$ cat src/rtl/freq_meas_scheduler.sv
// freq_meas_scheduler
//   Avalon-MM slave that time-shares one reciprocal frequency-counting
//   datapath across CHANNELS asynchronous frequency inputs. Each enabled
//   channel is measured in turn:
//     SYNC  : wait for the first rising edge (t0)
//     COUNT : run for GATE clocks
//     STOPW : wait for the stop edge (t1)
//     STORE : write the result pair to the channel slot
//   A scan that completes raises done and, when enabled, the IRQ.
//
// Ports
//   csi_MCLK_clk        system clock, all logic on the rising edge
//   rsi_MRST_reset      asynchronous active-high reset
//   avs_ctrl_address    register byte address
//   avs_ctrl_writedata  write data byte
//   avs_ctrl_write      write strobe
//   avs_ctrl_read       read strobe
//   avs_ctrl_readdata   registered read data, one cycle after the read strobe
//   ins_irq_irq         level interrupt, done & irq_en
//   freq_in             asynchronous frequency inputs, each below fclk/4
module freq_meas_scheduler #(
    parameter int CHANNELS = 4,
    parameter int GATE_W   = 24,
    parameter int CNT_W    = 32
) (
    input  logic                csi_MCLK_clk,
    input  logic                rsi_MRST_reset,
    input  logic [4:0]          avs_ctrl_address,
    input  logic [7:0]          avs_ctrl_writedata,
    input  logic                avs_ctrl_write,
    input  logic                avs_ctrl_read,
    output logic [7:0]          avs_ctrl_readdata,
    output logic                ins_irq_irq,
    input  logic [CHANNELS-1:0] freq_in
);

    localparam logic [CNT_W-1:0] CNT_MAX = '1;
    localparam int               TW      = GATE_W + 1;

    typedef enum logic [2:0] {
        S_IDLE, S_SYNC, S_COUNT, S_STOPW, S_STORE, S_NEXT
    } state_t;

    state_t state, next_state;

    logic                continuous, irq_en, done, busy;
    logic [7:0]          chmask, rsel;
    logic [GATE_W-1:0]   gate, gate_lat, gate_eff;
    logic [23:0]         gate_full;
    logic [CHANNELS-1:0] valid, en_mask;
    logic [31:0]         shadow_a, shadow_b, sel_a32, sel_b32;
    logic [CNT_W-1:0]    res_a [CHANNELS];
    logic [CNT_W-1:0]    res_b [CHANNELS];
    logic [CNT_W-1:0]    cnt_a, cnt_b, a_inc, b_inc, sel_a, sel_b;
    logic [TW-1:0]       timer, timer_inc, gate_ext;
    logic [2:0]          cur_ch, low_ch, next_ch, enter_ch;
    logic                next_found, has_en, pulse;
    logic [CHANNELS-1:0] sync1, sync2, sync3, edge_pulse;
    logic                start_req, abort_req, done_w1c;
    logic                enter_sync, clear_cnt, count_en, timer_step, timer_clr;
    logic                do_store, do_timeout, set_done, busy_set, busy_clr, scan_start;
    logic [7:0]          rd_mux;

    assign start_req  = avs_ctrl_write && (avs_ctrl_address == 5'd0) && avs_ctrl_writedata[0];
    assign abort_req  = avs_ctrl_write && (avs_ctrl_address == 5'd0) && avs_ctrl_writedata[3];
    assign done_w1c   = avs_ctrl_write && (avs_ctrl_address == 5'd2) && avs_ctrl_writedata[1];
    assign en_mask    = chmask[CHANNELS-1:0];
    assign has_en     = |en_mask;
    assign gate_full  = 24'(gate);
    // A zero gate would never close the window, so it behaves as one clock.
    assign gate_eff   = (gate == '0) ? GATE_W'(1) : gate;
    assign gate_ext   = {1'b0, gate_lat};
    assign timer_inc  = timer + 1'b1;
    assign edge_pulse = sync2 & ~sync3;
    assign a_inc      = (pulse && (cnt_a != CNT_MAX)) ? cnt_a + 1'b1 : cnt_a;
    assign b_inc      = (cnt_b != CNT_MAX) ? cnt_b + 1'b1 : cnt_b;
    assign sel_a32    = 32'(sel_a);
    assign sel_b32    = 32'(sel_b);
    assign ins_irq_irq = done & irq_en;

    // Two-flop synchroniser plus a third stage for rising-edge detection.
    always_ff @(posedge csi_MCLK_clk or posedge rsi_MRST_reset) begin
        if (rsi_MRST_reset) begin
            sync1 <= '0;
            sync2 <= '0;
            sync3 <= '0;
        end else begin
            sync1 <= freq_in;
            sync2 <= sync1;
            sync3 <= sync2;
        end
    end

    // Channel selection: lowest enabled channel, next enabled channel above
    // the current one, the current channel's edge pulse, and the RSEL result.
    always_comb begin
        low_ch     = '0;
        next_ch    = '0;
        next_found = 1'b0;
        pulse      = 1'b0;
        sel_a      = '0;
        sel_b      = '0;
        for (int i = CHANNELS - 1; i >= 0; i--) begin
            if (en_mask[i]) begin
                low_ch = 3'(i);
            end
            if (en_mask[i] && (3'(i) > cur_ch)) begin
                next_ch    = 3'(i);
                next_found = 1'b1;
            end
        end
        for (int i = 0; i < CHANNELS; i++) begin
            if (cur_ch == 3'(i)) begin
                pulse = edge_pulse[i];
            end
            if (rsel == 8'(i)) begin
                sel_a = res_a[i];
                sel_b = res_b[i];
            end
        end
    end

    always_ff @(posedge csi_MCLK_clk or posedge rsi_MRST_reset) begin
        if (rsi_MRST_reset) begin
            state <= S_IDLE;
        end else begin
            state <= next_state;
        end
    end

    // Next-state logic and datapath strobes. The cycle where timer reaches
    // the gate in COUNT may itself carry the stop edge; in STOPW the timer
    // restarts so the stop-edge wait is bounded by one more gate length.
    always_comb begin
        next_state = state;
        enter_sync = 1'b0;
        enter_ch   = cur_ch;
        clear_cnt  = 1'b0;
        count_en   = 1'b0;
        timer_step = 1'b0;
        timer_clr  = 1'b0;
        do_store   = 1'b0;
        do_timeout = 1'b0;
        set_done   = 1'b0;
        busy_set   = 1'b0;
        busy_clr   = 1'b0;
        scan_start = 1'b0;
        if (abort_req) begin
            next_state = S_IDLE;
            busy_clr   = 1'b1;
        end else begin
            case (state)
                S_IDLE: begin
                    if (start_req) begin
                        if (has_en) begin
                            scan_start = 1'b1;
                            busy_set   = 1'b1;
                            enter_sync = 1'b1;
                            enter_ch   = low_ch;
                            next_state = S_SYNC;
                        end else begin
                            set_done = 1'b1;
                        end
                    end
                end
                S_SYNC: begin
                    if (pulse) begin
                        clear_cnt  = 1'b1;
                        timer_clr  = 1'b1;
                        next_state = S_COUNT;
                    end else if (timer_inc == gate_ext) begin
                        do_timeout = 1'b1;
                        next_state = S_NEXT;
                    end else begin
                        timer_step = 1'b1;
                    end
                end
                S_COUNT: begin
                    count_en   = 1'b1;
                    timer_step = 1'b1;
                    if (timer_inc == gate_ext) begin
                        if (pulse) begin
                            next_state = S_STORE;
                        end else begin
                            timer_clr  = 1'b1;
                            next_state = S_STOPW;
                        end
                    end
                end
                S_STOPW: begin
                    count_en = 1'b1;
                    if (pulse) begin
                        next_state = S_STORE;
                    end else if (timer_inc > gate_ext) begin
                        do_timeout = 1'b1;
                        next_state = S_NEXT;
                    end else begin
                        timer_step = 1'b1;
                    end
                end
                S_STORE: begin
                    do_store   = 1'b1;
                    next_state = S_NEXT;
                end
                S_NEXT: begin
                    if (next_found) begin
                        enter_sync = 1'b1;
                        enter_ch   = next_ch;
                        next_state = S_SYNC;
                    end else begin
                        set_done = 1'b1;
                        if (continuous && has_en) begin
                            enter_sync = 1'b1;
                            enter_ch   = low_ch;
                            next_state = S_SYNC;
                        end else begin
                            busy_clr   = 1'b1;
                            next_state = S_IDLE;
                        end
                    end
                end
                default: next_state = S_IDLE;
            endcase
        end
    end

    // Measurement datapath: gate latch, wait/gate timer, saturating
    // counters, per-channel result slots and valid bits.
    always_ff @(posedge csi_MCLK_clk or posedge rsi_MRST_reset) begin
        if (rsi_MRST_reset) begin
            cur_ch   <= '0;
            gate_lat <= '0;
            timer    <= '0;
            cnt_a    <= '0;
            cnt_b    <= '0;
            busy     <= 1'b0;
            valid    <= '0;
            for (int i = 0; i < CHANNELS; i++) begin
                res_a[i] <= '0;
                res_b[i] <= '0;
            end
        end else begin
            if (enter_sync) begin
                cur_ch   <= enter_ch;
                gate_lat <= gate_eff;
                timer    <= '0;
            end else if (timer_clr) begin
                timer <= '0;
            end else if (timer_step) begin
                timer <= timer_inc;
            end
            if (clear_cnt) begin
                cnt_a <= '0;
                cnt_b <= '0;
            end else if (count_en) begin
                cnt_a <= a_inc;
                cnt_b <= b_inc;
            end
            if (scan_start) begin
                valid <= valid & ~en_mask;
            end
            for (int i = 0; i < CHANNELS; i++) begin
                if (cur_ch == 3'(i) && (do_store || do_timeout)) begin
                    res_a[i] <= do_store ? cnt_a : '0;
                    res_b[i] <= do_store ? cnt_b : '0;
                    valid[i] <= do_store;
                end
            end
            if (busy_set) begin
                busy <= 1'b1;
            end else if (busy_clr) begin
                busy <= 1'b0;
            end
        end
    end

    // Read mux. Address 8 serves the live low byte of A while the same read
    // captures the full A/B pair, so 9..15 always belong to that pair.
    always_comb begin
        rd_mux = 8'h00;
        case (avs_ctrl_address)
            5'd0:  rd_mux = {5'b0, irq_en, continuous, 1'b0};
            5'd1:  rd_mux = chmask;
            5'd2:  rd_mux = {1'b0, cur_ch, 2'b00, done, busy};
            5'd3:  rd_mux = gate_full[7:0];
            5'd4:  rd_mux = gate_full[15:8];
            5'd5:  rd_mux = gate_full[23:16];
            5'd6:  rd_mux = rsel;
            5'd7:  rd_mux = 8'(valid);
            5'd8:  rd_mux = sel_a32[7:0];
            5'd9:  rd_mux = shadow_a[15:8];
            5'd10: rd_mux = shadow_a[23:16];
            5'd11: rd_mux = shadow_a[31:24];
            5'd12: rd_mux = shadow_b[7:0];
            5'd13: rd_mux = shadow_b[15:8];
            5'd14: rd_mux = shadow_b[23:16];
            5'd15: rd_mux = shadow_b[31:24];
            default: rd_mux = 8'h00;
        endcase
    end

    // Register bank writes, sticky done (set beats clear) and read data.
    always_ff @(posedge csi_MCLK_clk or posedge rsi_MRST_reset) begin
        if (rsi_MRST_reset) begin
            continuous        <= 1'b0;
            irq_en            <= 1'b0;
            chmask            <= '0;
            rsel              <= '0;
            gate              <= GATE_W'(24'h0F4240);
            done              <= 1'b0;
            shadow_a          <= '0;
            shadow_b          <= '0;
            avs_ctrl_readdata <= '0;
        end else begin
            if (avs_ctrl_write) begin
                case (avs_ctrl_address)
                    5'd0: begin
                        continuous <= avs_ctrl_writedata[1];
                        irq_en     <= avs_ctrl_writedata[2];
                    end
                    5'd1: chmask <= avs_ctrl_writedata;
                    5'd3: gate   <= GATE_W'({gate_full[23:8], avs_ctrl_writedata});
                    5'd4: gate   <= GATE_W'({gate_full[23:16], avs_ctrl_writedata, gate_full[7:0]});
                    5'd5: gate   <= GATE_W'({avs_ctrl_writedata, gate_full[15:0]});
                    5'd6: rsel   <= avs_ctrl_writedata;
                    default: ;
                endcase
            end
            if (set_done) begin
                done <= 1'b1;
            end else if (done_w1c) begin
                done <= 1'b0;
            end
            if (avs_ctrl_read) begin
                avs_ctrl_readdata <= rd_mux;
                if (avs_ctrl_address == 5'd8) begin
                    shadow_a <= sel_a32;
                    shadow_b <= sel_b32;
                end
            end
        end
    end

endmodule

$ cat config.mk
export PLATFORM = sky130hd
export DESIGN_NAME = freq_meas_scheduler
export DESIGN_NICKNAME = d
export VERILOG_FILES = /design/src/rtl/freq_meas_scheduler.sv
export SDC_FILE = /design/constraint.sdc
export NUM_CORES = 1
export LEC_CHECK = 0
export ABC_AREA = 1
export CAP_MARGIN = 30
export CORE_MARGIN = 2
export CORE_UTILIZATION = 38
export CTS_BUF_LIST = sky130_fd_sc_hd__clkbuf_4 sky130_fd_sc_hd__clkbuf_8
export CTS_CLUSTER_SIZE = 8
export DETAILED_ROUTE_END_ITERATION = 10
export PLACE_DENSITY = 0.64
export SLEW_MARGIN = 30
export SYNTH_ARGS = -nofsm -noshare
export SYNTH_HDL_FRONTEND = slang
export SYNTH_SLANG_ARGS = --single-unit
$ cat constraint.sdc
create_clock -name csi_MCLK_clk -period 17.7 [get_ports csi_MCLK_clk]
set_clock_uncertainty 0.2 [all_clocks]
set_input_delay 2.655 -clock csi_MCLK_clk [delete_from_list [all_inputs] [get_ports csi_MCLK_clk]]
set_output_delay 2.655 -clock csi_MCLK_clk [all_outputs]
set_load 0.05 [all_outputs]
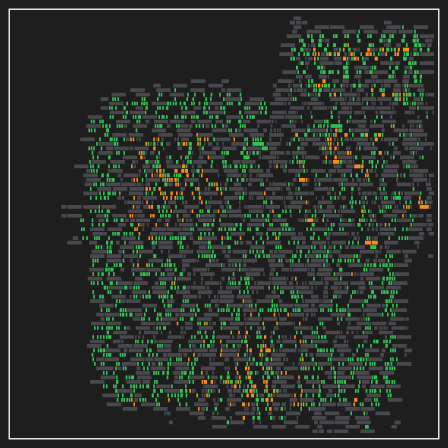
Run 1: gate families picked out
legend:
  orange:
    family: NOR gates
    cells: 259
    most_used: nor2_1
  green:
    family: NAND gates
    cells: 1,540
    most_used: nand2_1
    where: spread over the die

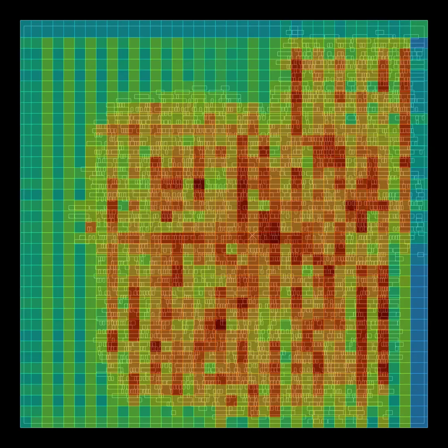
Run 1: congestion heat map
Global Route met1 Usage: 30.9%
met2 usage: 33.5%

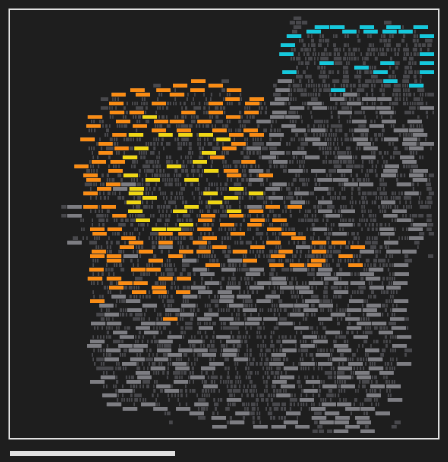
Run 1: sequential cells grouped by signal name
The bar under the picture is 100 µm long. Other sequential cells in the stronger grey, the rest of the logic in the fainter grey.
legend:
  cyan:
    netlist_name: timer
    sequential_cells: 25
    where: north-east
  yellow:
    netlist_name: cnt_a
    sequential_cells: 32
    where: centre
  orange:
    netlist_name: res_a
    sequential_cells: 128
not coloured: 313

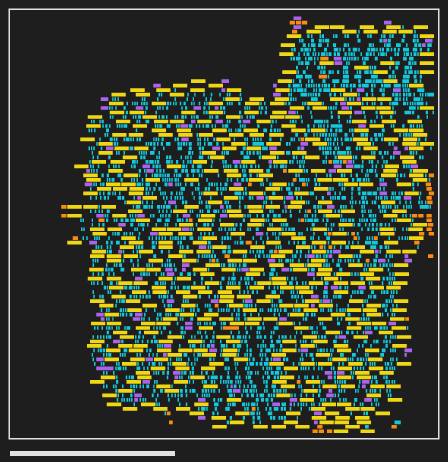
Run 1: placement by cell class
The bar under the picture is 100 µm long.
legend:
  yellow:
    class: flip-flops
    cells: 498
    share_of_their_area: 47%
  orange:
    class: other buffers and delay cells
    cells: 59
    share_of_their_area: 2.1%
  purple:
    class: clock drivers and dummy loads
    cells: 143
    share_of_their_area: 6.6%
  cyan:
    class: all other logic
    cells: 2,484
    share_of_their_area: 44%

==> run summary, run 1 <==
Notes on the physical design

For reference, the placement row count at floorplan is a little over 90. The routed metal-1 wirelength is between 30,000 and 40,000 µm. Ranked by total area, the top cell class in this layout is sequential cells. Leaving out filler cells and counting taps, the final layout contains about 4,000. The detailed router's first-iteration violation count is between 2,000 and 2,500. The synthesized netlist was found by Yosys to have 3,126 cells. The busiest layer in global routing is met2. The starting density of the core is 38.4%. The core occupancy in the finished layout is a little over two fifths. The count of yosys warnings during synthesis is 0.

The largest share of the power goes to sequential cells. The report shows a maximum critical-path fanout of approximately 66. The detailed-router iteration count before antenna repair is 11.

A synthesized cell averages between 7 and 8 µm². The summed standard-cell area reported by yosys is ~0.025 mm². The clock share of power is 34.2%. The run finished, with violations left. Per the post-run analysis, buffers plus inverters along the critical path come to 4. The worst hold path passes through 0 cells.

The main logic family after synthesis is simple AND/OR/NAND/NOR gates. The cell depth of the worst setup path is 12. The delay contributed by the slowest stage of the critical path is 0.66 ns.

The power in the clock group is about 0.0011 W. Setup repair after global routing left no endpoint under its margin. The arrival time at the worst endpoint is 6.73 ns. The required time at the worst endpoint is listed as 18.12 ns. The multiplexer share of the synthesized area is 0%. The count of fill cells added during filler insertion is approximately 6,600.

After synthesis, the cell types taking the most area are dfrtp_1 50%, nand2_1 18%, nand3_1 4.3%. The instance tally after logic synthesis is 3,126. The type recorded for the worst min-delay path is flop to flop.

The number of failing hold endpoints at the final stage is 0. Per the power-grid run, VDD falls by no more than around 0.066 mV. The design draws 0.00317 W.

The net switching power is between 0.001 and 0.0015 W. The final net count is approximately 3,200. The number of different library cells used by synthesis comes to between 50 and 60. The tree built by TritonCTS fans out to 498 sinks.

After routing, the total negative slack on setup checks comes to 0 ns. The residual DRC count is 1. The origin of the critical flop-to-flop path is timer[0]. The launch point of the critical path was reported as avs_ctrl_address[4].

The total congestion overflow after global routing is 0. Looking at the critical path, the single cell with the biggest stage delay is buf_4. The checks that failed: design-rule violations. Per the CTS log, the maximum H-tree level is 3.

Entering global routing, the biggest net connects about 100 pins. The source of the worst hold timing path is sync1[1]. The synthesized netlist occupies a cell area of around 0.025 mm².

The floorplan report lists the tap cell count as approximately 860. The layout cell share with drive strength beyond 1 is a little under a tenth. The adder-cell share of the synthesized area is roughly 1.4%. According to the floorplan report, the die width is ~260 µm. The register bit count reported by yosys is roughly 500. Ranking logic cells in the layout by count gives the top entries 1,176 x nand2_1, 491 x dfrtp_1, 235 x inv_1. The top layer used by detailed routing is met5. The registers of the reported paths see a clock transition of 0.06 ns.

In this run the tool buffered the top-level ports with 29 buffer cells. Per Yosys stat, the portion of area used by sequential elements is between 50% and 60%. Sequential cells consume a total of about 0.0013 W.
Run 1, metal layers overlaid:
The bar under the picture is 100 µm long. Only two layers are drawn.
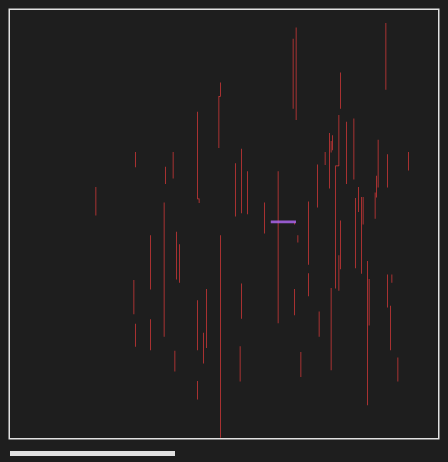

==> run 2, diff against run 1 <==
==> constraint.sdc (replaced) <==
create_clock -name csi_MCLK_clk -period 5.1 [get_ports csi_MCLK_clk]
set_clock_uncertainty 0.2 [all_clocks]
set_input_delay 0.765 -clock csi_MCLK_clk [delete_from_list [all_inputs] [get_ports csi_MCLK_clk]]
set_output_delay 0.765 -clock csi_MCLK_clk [all_outputs]
set_load 0.05 [all_outputs]
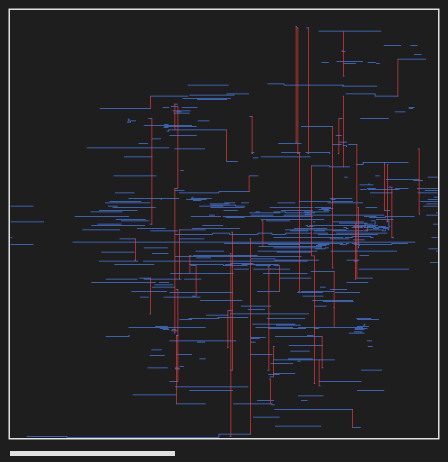
Run 2: metal layers overlaid
The bar under the picture is 100 µm long. Only two layers are drawn.
legend:
  blue:
    layer: met3
    wire_length: 5,430 µm
  red:
    layer: met4
    wire_length: 1,920 µm

==> run 2 against run 1 <==
The flow now finishes without violations; register-to-register slack lost 12 ns; sequential cell count is the same; via count grew 0.49%; worst setup slack lost 10 ns; hold slack gained 0.0031 ns; design area grew 1.1%; combinational power grew to 3.5 times the previous value; largest cell class unchanged; wire length grew 0.20%; cell count grew 0.45%; utilization grew 0.45 points; synthesized area is the same; largest power group unchanged; critical path depth grew 9.
==> run summary, run 2 <==
Notes on the physical design

For reference, the top logic cell family by area is simple AND/OR/NAND/NOR gates. The mapped cell area is 0.0248 mm² (unchanged). The largest buffer count on any clock path is 3. The die outline height is around 260 µm. Net switching is about 36% of the power. The busiest layer in global routing is met2.

The delay contributed by the slowest stage of the critical path was 0.49 ns (-0.17 ns). The flow ran to the end, and the final reports show no timing, DRC or antenna violations. The count of fill cells added during filler insertion is 6,525 (-0.44%). The combinational group power is about 0.0026 W. According to the dpl log, the detail-placed design has an HPWL of 47,600 µm. The post-synthesis cell type count is 52 (unchanged). The class of the worst hold path is flop to flop. The tapcell count is 855 (unchanged). The commonest non-fill, non-tap cell in the layout is nand2_1. The initial antenna violation count is 2.

The total congestion overflow after global routing is 0 (unchanged). Registers represent a cell area share of a little under half. Derived from the worst setup path, the maximum achievable clock frequency is 240 MHz. The post-placement cell area is roughly 0.026 mm². The clock-pin slew on the worst setup and hold paths is 0.06 ns (about the same). The flop count is between 400 and 500. The floorplan row count is 93 (unchanged).

The final antenna diode tally reported by the flow is 2. In the layout the commonest cells are 1,176 x nand2_1, 491 x dfrtp_1, 235 x inv_1. The global-route track usage on met3 is around 3.9%. The cell leakage power is around 14 nW. The starting density of the core came to 38.4% (unchanged). Looking at the area split, the leading class of cells is sequential cells. The total power of the final layout is 0.0111 W (+250%).

The register bit count reported by yosys is 498 (unchanged). The final net count is 3,186 (+0.28%). The largest fanout on the critical path is 26 (-61%). The final report lists the setup-violating endpoint count as 0.

The adder-cell share of the synthesized area is 1.36% (unchanged). Across the run, the number of max-cap violations was 0. After detailed routing, the total wire length is approximately 73,000 µm. Among cell families on the critical path, the largest total delay comes from simple AND/OR/NAND/NOR gates. The depth of the CTS H-tree was 3 (unchanged). The non-clock buffer count in the final layout is just under 70.

The endpoint required time on the critical path is 5.51 ns (-12.61 ns). The number of clock sinks was 498 (unchanged). The number of failing hold endpoints at the final stage was 0 (unchanged).

The residual DRC count is 0 (-1). The number of setup buffers added after CTS is 0. The power in the clock group is 0.00391 W (+260%). The number of flops mapped to enable cells by yosys is 0. The detailed router's first-iteration violation count came to 2,133 (unchanged). The count of antenna-violating nets left after detailed routing is 0. The worst hold path cell count is 0 (unchanged).

The area used by multi-input combinational logic is ~0.011 mm². The final timing report lists a max-slew violation count of 0. The core occupancy in the finished layout is 42.9% (+0.45 points). The net switching power came to 0.00398 W (+250%). The met1 usage in global routing is 30.8% (-0.082 points). For reference, the critical path is captured by timer[13]. The count of buffers inserted at the top-level ports is 29 (unchanged). The count of yosys warnings during synthesis is 0 (unchanged). The internal power is 0.00716 W. The multiplexer share of the synthesized area was 0% (unchanged). Setup repair after global routing left no endpoint under its margin.

The detailed-router iteration count before antenna repair was 7 (-4). The share of power burned in registers is 41.3%. The post-synthesis sequential area ratio is 50.4% (unchanged). Of all flip-flops after synthesis, the portion carrying an async set or reset was 100%. The total negative slack for setup checks was 0 ns (unchanged).

The post-synthesis area per instance is 7.92 µm² (unchanged). The chip width is 259 µm (unchanged). The critical path starts at timer[0]. The total sequential power is 0.00460 W (+250%). The cell with the largest stage delay on the worst path is nand2_2. The instance tally after logic synthesis is 3,126 (unchanged). After synthesis, the cell types taking the most area are dfrtp_1 50%, nand2_1 18%, nand3_1 4.3%. The most critical hold endpoint after final layout shows a slack of 0.149 ns. The most used standard cell by instance count after synthesis is nand2_1.

The fraction of the mapped netlist area in compound gates is under 10%. The biggest slice of the total power is consumed by sequential cells. The arrival time at the worst endpoint came to 4.56 ns (-2.17 ns). The final cell count without fillers came to 4,059 (+0.45%). The summed standard-cell area reported by yosys is 0.0248 mm² (unchanged). The layout cell share with drive strength beyond 1 is 9.71% (+0.51 points). The routed metal-1 wirelength is 33,000 µm (+0.94%).

The source of the worst hold timing path is sync1[0]. The largest net degree at the start of global routing is 94 (-8.7%). The number of buffers added by the clock tree synthesis step is around 86. The cell depth of the worst setup path came to 21 (+9). Wire segments on met3 add up to about 5400 µm in the final route. The layout-stage area growth over the synthesis result is 11.7%. The sum of buffers and inverters on the critical path is 2 (-2). The worst setup slack after placement is 0.962 ns.

The cell count in the Yosys report came to 3,126 (unchanged). The maximum vdd ir drop is 0.228 mV (+250%). The startpoint identified for the worst register-to-register timing path is timer[0].

The clock share of power is 35.0% (+0.8 points). The layout contains a multi-input combinational cell count of 2,231. The clock network latency to the later pin of the worst-skew pair is between 0.6 and 0.7 ns. The top layer used by detailed routing is met4. The standard cell core area is approximately 0.064 mm². The minimum clock period is a little over 4 ns. The global routing met2 resource utilization is 33.8% (+0.30 points).
Power is estimated from default activity; no workload was simulated.
